==> images/registers.png <==
(4 px per um) Other sequential cells in the stronger grey, the rest of the logic in the fainter grey.
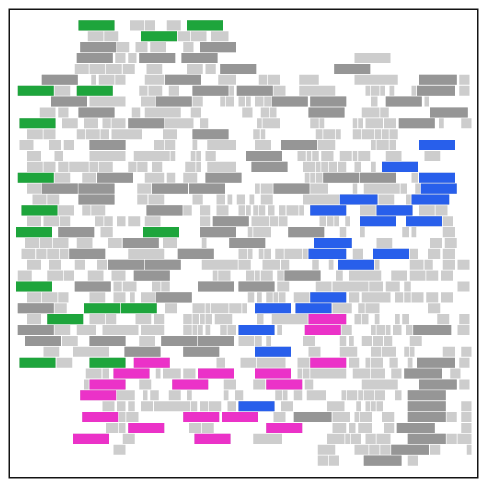
==> images/wire_density.png <==
(3 px per um) The die is cut into 23 by 23 equal tiles; dark blue is low, red is high, scaled to the fullest tile. Values are wire area over tile area, all layers added.
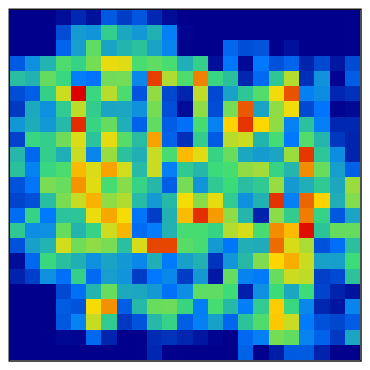
==> images/final_placement.png <==
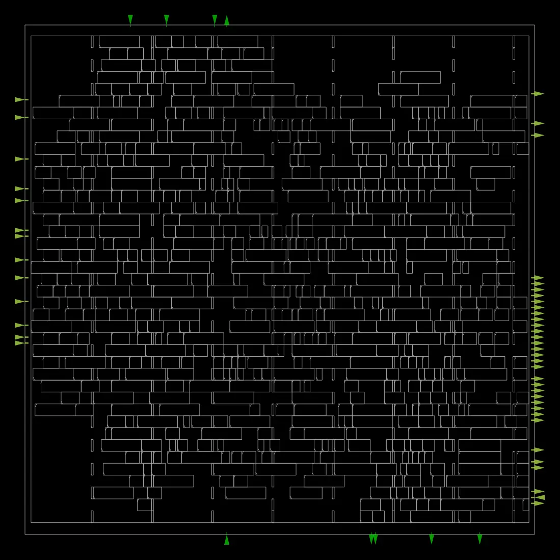
==> images/metal_stack.png <==
(3 px per um) Only two layers are drawn.
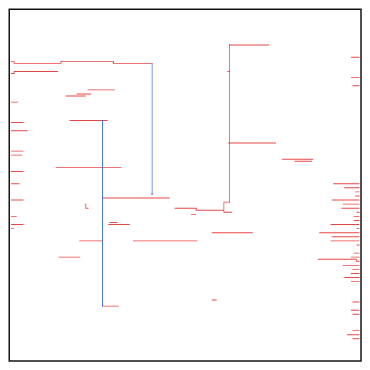
==> images/port_nets.png <==
(4 px per um)
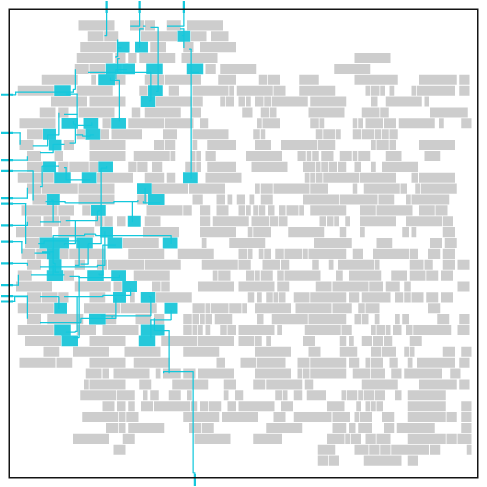
==> config.mk <==
export PLATFORM = sky130hd
export DESIGN_NAME = score_display
export DESIGN_NICKNAME = d
export VERILOG_FILES = /design/src/rtl/score_display_pkg.sv /design/src/rtl/bin2bcd_seq.sv /design/src/rtl/score_display.sv
export SDC_FILE = /design/constraint.sdc
export NUM_CORES = 1
export LEC_CHECK = 0
export ABC_CLOCK_PERIOD_IN_PS = 2009
export CAP_MARGIN = 20
export CORE_UTILIZATION = 45
export CTS_CLUSTER_DIAMETER = 30
export DETAILED_ROUTE_END_ITERATION = 10
export MAX_ROUTING_LAYER = met4
export PLACE_DENSITY_LB_ADDON = 0.2
export SLEW_MARGIN = 10
export SYNTH_ARGS = -nofsm -noshare
export SYNTH_HDL_FRONTEND = slang
export SYNTH_SLANG_ARGS = --single-unit
==> constraint.sdc <==
create_clock -name clk -period 2.01 [get_ports clk]
set_input_delay 0.402 -clock clk [delete_from_list [all_inputs] [get_ports clk]]
set_output_delay 0.402 -clock clk [all_outputs]
set_load 0.05 [all_outputs]
==> results.txt <==
Max Clock Skew: 0.00666 ns
fp_density: 46.6%
CP endpoint kind: register
top cells by area: dfrtp_1 (48%), mux2_2 (8.6%), dfstp_2 (6.7%)
fin crit period: 1.93 ns
drt pass-1 iters: 4
routability cong.: 0.849
worst-case reg-to-reg path depth: 6
# setup viols final: 0
DIE WIDTH: 117 um
DP Wirelength: 8010 um
Startpoint Class: input pin
worst slew pin tran: 0.507 ns
gr busiest metal: met2
period utilisation layout: 96.1%
logic gate share of total power: 36.9%
Sw Share: 35.6%
Synth warnings: 0
vias per cell: 5.23
Synth cell types: 43
register bit total from synthesis: 129
Worst Path Max Fanout: 31
NetSw: 0.00403 W
slowest CP cell: clkdlybuf4s50_1
post-CTS setup buffers: 0
M2 GR Usage: 29.6%
nets: 631
area growth from synthesis to layout: 26.5%
Reg power frac: 37.1%
final hold violation count: 0
worst hold path depth: 3
dpl cells: 747
global-route wire length before repair: 19,500 um
Mapped Cells: 504
CTS tree: built
Mapped Area: 0.00592 mm^2
Log Warnings: 36
Die ar.: 0.0136 mm^2
sequential fraction of the synthesis area: 54.8%
Internal Power: 0.00730 W
worst path arrival time: 2.22 ns
initial antenna violation count: 0
Pwr Total: 0.0113 W
Critical Path Max Stage Delay: 0.51 ns
Worst-path clk slew: 0.05 ns
Routed Antenna Nets: 0
largest net degree at the start of global routing: 51
grt total ovfl: 0
share of cells above drive strength 1: 25.8%
WHS: 0.429 ns
Pleak: 3.41 nW
Synth area leader: dfrtp_1
RSZ-0062 raised after global routing: true
vias in the first global route: 4,051
r2r setup slk: 0.15 ns
outcome: complete, no violations
met3 Use GR: 4.57%
Max Slew Vio Count: 0
ys cells: 504
CP cell instances: clkdlybuf4s50_1 > xnor2_1 > nand4_1 > nor4_4 > nor3_2 > buf_12 > a221o_1
Avg Inst Size Synth: 11.8 um^2
Setup Crit Path Kind: input pin to register
Latency at later pin: 0.41 ns
DRC: 0
clock tree buffer depth: 2
worst rel slew slack: 66.2%
met1 GRT Util: 24.9%
CTS root buffer: clkbuf_16
CTS HTree Levels: 4
TritonCTS buffer count: 17
die y size: 117 um
CP Data Required Time: 2.30 ns
Peak supply drop: 632 uV
Area leader share: 48.2%
PD cells: 1510 mW/mm^2
number of max-cap violations: 0
Clk pwr share: 26.0%
# clock sinks: 129
class of the worst hold path: input pin to register
Yosys Chip Area: 0.00592 mm^2
Initial DRC Count: 233
fmax: 518 MHz
# diodes: 0
About registers.png:
[`scan_q`] magenta | flops: 18
[`u_bin2bcd.last_q`] green | flops: 16
[`u_bin2bcd.bcd_o`] blue | flops: 20
not coloured: 75
final core occ: 58.9%
Seq. pwr: 0.00421 W
Seq/total area: 43.4%
Reg area: 0.00325 mm^2

About wire_density.png:
fullest tile: 0.37
tiles over half the peak: 28%
nearly empty tiles: 15%
mean over tiles: 0.13
Vias: 4,083
routed len/inst: 14.6 um
Tot GR Track Use: 19.3%

About final_placement.png:
FILL cells: 1,092
Final Non-Filler Cells: 780
tap cells: 172
# rows: 41
CORE AREA: 0.0127 mm^2

About metal_stack.png:
[met3] red | wire length: 454 um
[met4] blue | wire length: 158 um
final WL: 11,400 um

About port_nets.png:
[`score`] cyan | bits: 16 | direction: input | end cells: 48 | buffers: 32 | wire: 695 um
IO Count: 55
IO buf count: 53

[cells by family after synthesis]
group                      Yosys count  synth area share, %
DFF                                129                 54.8
adders and majority gates           18                 3.80
muxes                               54                 10.3
other                                1               0.0633
and+or+nand+nor                    121                 10.8
xor gates and xnor gates            42                 6.21
buffers and inverters               46                 3.44
AOI/OAI and AO/OA                   93                 10.6
[cell usage in the layout, fill, tap and decap left out, drive strengths merged, types with 13 or more instances in the layout]
cell type	instances
dfrtp	114
dlygate4sd2	19
mux2	45
dfstp	15
and3	22
clkbuf	28
a221o	17
ha	18
xnor2	35
o21ai	29
inv	20
clkdlybuf4s50	15
nand2	46
a21oi	13
buf	58
[critical path, delay by kind of cell]
family	cells	cell delay (ns)
and+or+nand+nor	3	0.61
AOI/OAI and AO/OA	1	0.35
buffers and inverters	2	0.70
xor gates and xnor gates	1	0.15
[routing by layer]
| layer | part of all wire, % | up-vias |
|---|---|---|
| li1 | - | 1980 |
| met1 | 48 | 2005 |
| met2 | 47 | 88 |
| met3 | 4.0 | 10 |
| met4 | 1.4 | 0 |
| met5 | 0 | - |
[cells in the mapped netlist, drive strengths merged]
master,count
nand3,9
a31oi,5
nand2b,7
nor3,1
dfrtp,114
and4,3
a221o,17
xor2,7
a22o,2
nor2,11
dfstp,15
clkbuf,13
o31ai,1
o21bai,1
nor2b,3
o311ai,1
ha,18
a221oi,1
inv,20
and3,22
o21ai,29
nand2,46
nor3b,1
mux4,1
o32ai,4
o22ai,11
nor4b,5
xnor2,35
a21oi,13
mux2i,8
nor4,5
nand3b,2
a21o,3
conb,1
buf,13
mux2,45
nand4,6
o211ai,5
[power groups by stage]
stage,clock (W),sequential (W),combinational [W]
after detailed placement,0,0.00424,0.00431
final,0.00295,0.00421,0.00418
after global placement,0,0.00422,0.00421
after global routing,0.00312,0.00433,0.00458
after floorplan,0,0.00488,0.00234
after CTS,0.00301,0.00421,0.00421
[cell type report]
class / instances / area (um^2) / share of cell area (%)
sequential: 129 / 3250 / 43.4
timing repair buffer: 95 / 862 / 11.5
clock inverter: 4 / 45.0 / 0.601
multi-input combinational: 332 / 2500 / 33.4
inverter: 20 / 75.1 / 1.00
clock buffer: 28 / 537 / 7.16
tap: 172 / 215 / 2.87
[timing repair]
item | 4_1_cts | 5_1_grt
gates resized | 19 | 8
hold buffers | 1 | 0
setup endpoints to repair | 19 | 33
pin swaps | 0 | 5
endpoints found under the hold margin | 8 | 0
[per-stage QoR]
stage | worst slack [ns] | util (%) | area [um^2] | setup TNS [ns]
3_5_place_dp | -0.380 | 54.2 | 6900 | -17.22
4_1_cts | 0.0208 | 58.7 | 7470 | 0
6_report | 0.0793 | 58.9 | 7490 | 0
5_1_grt | -0.0150 | 58.9 | 7490 | -0.0484
3_3_place_gp | -0.317 | 54.2 | 6900 | -14.29
2_1_floorplan | 0.120 | - | 5940 | 0
Power and IR drop assume default switching activity.
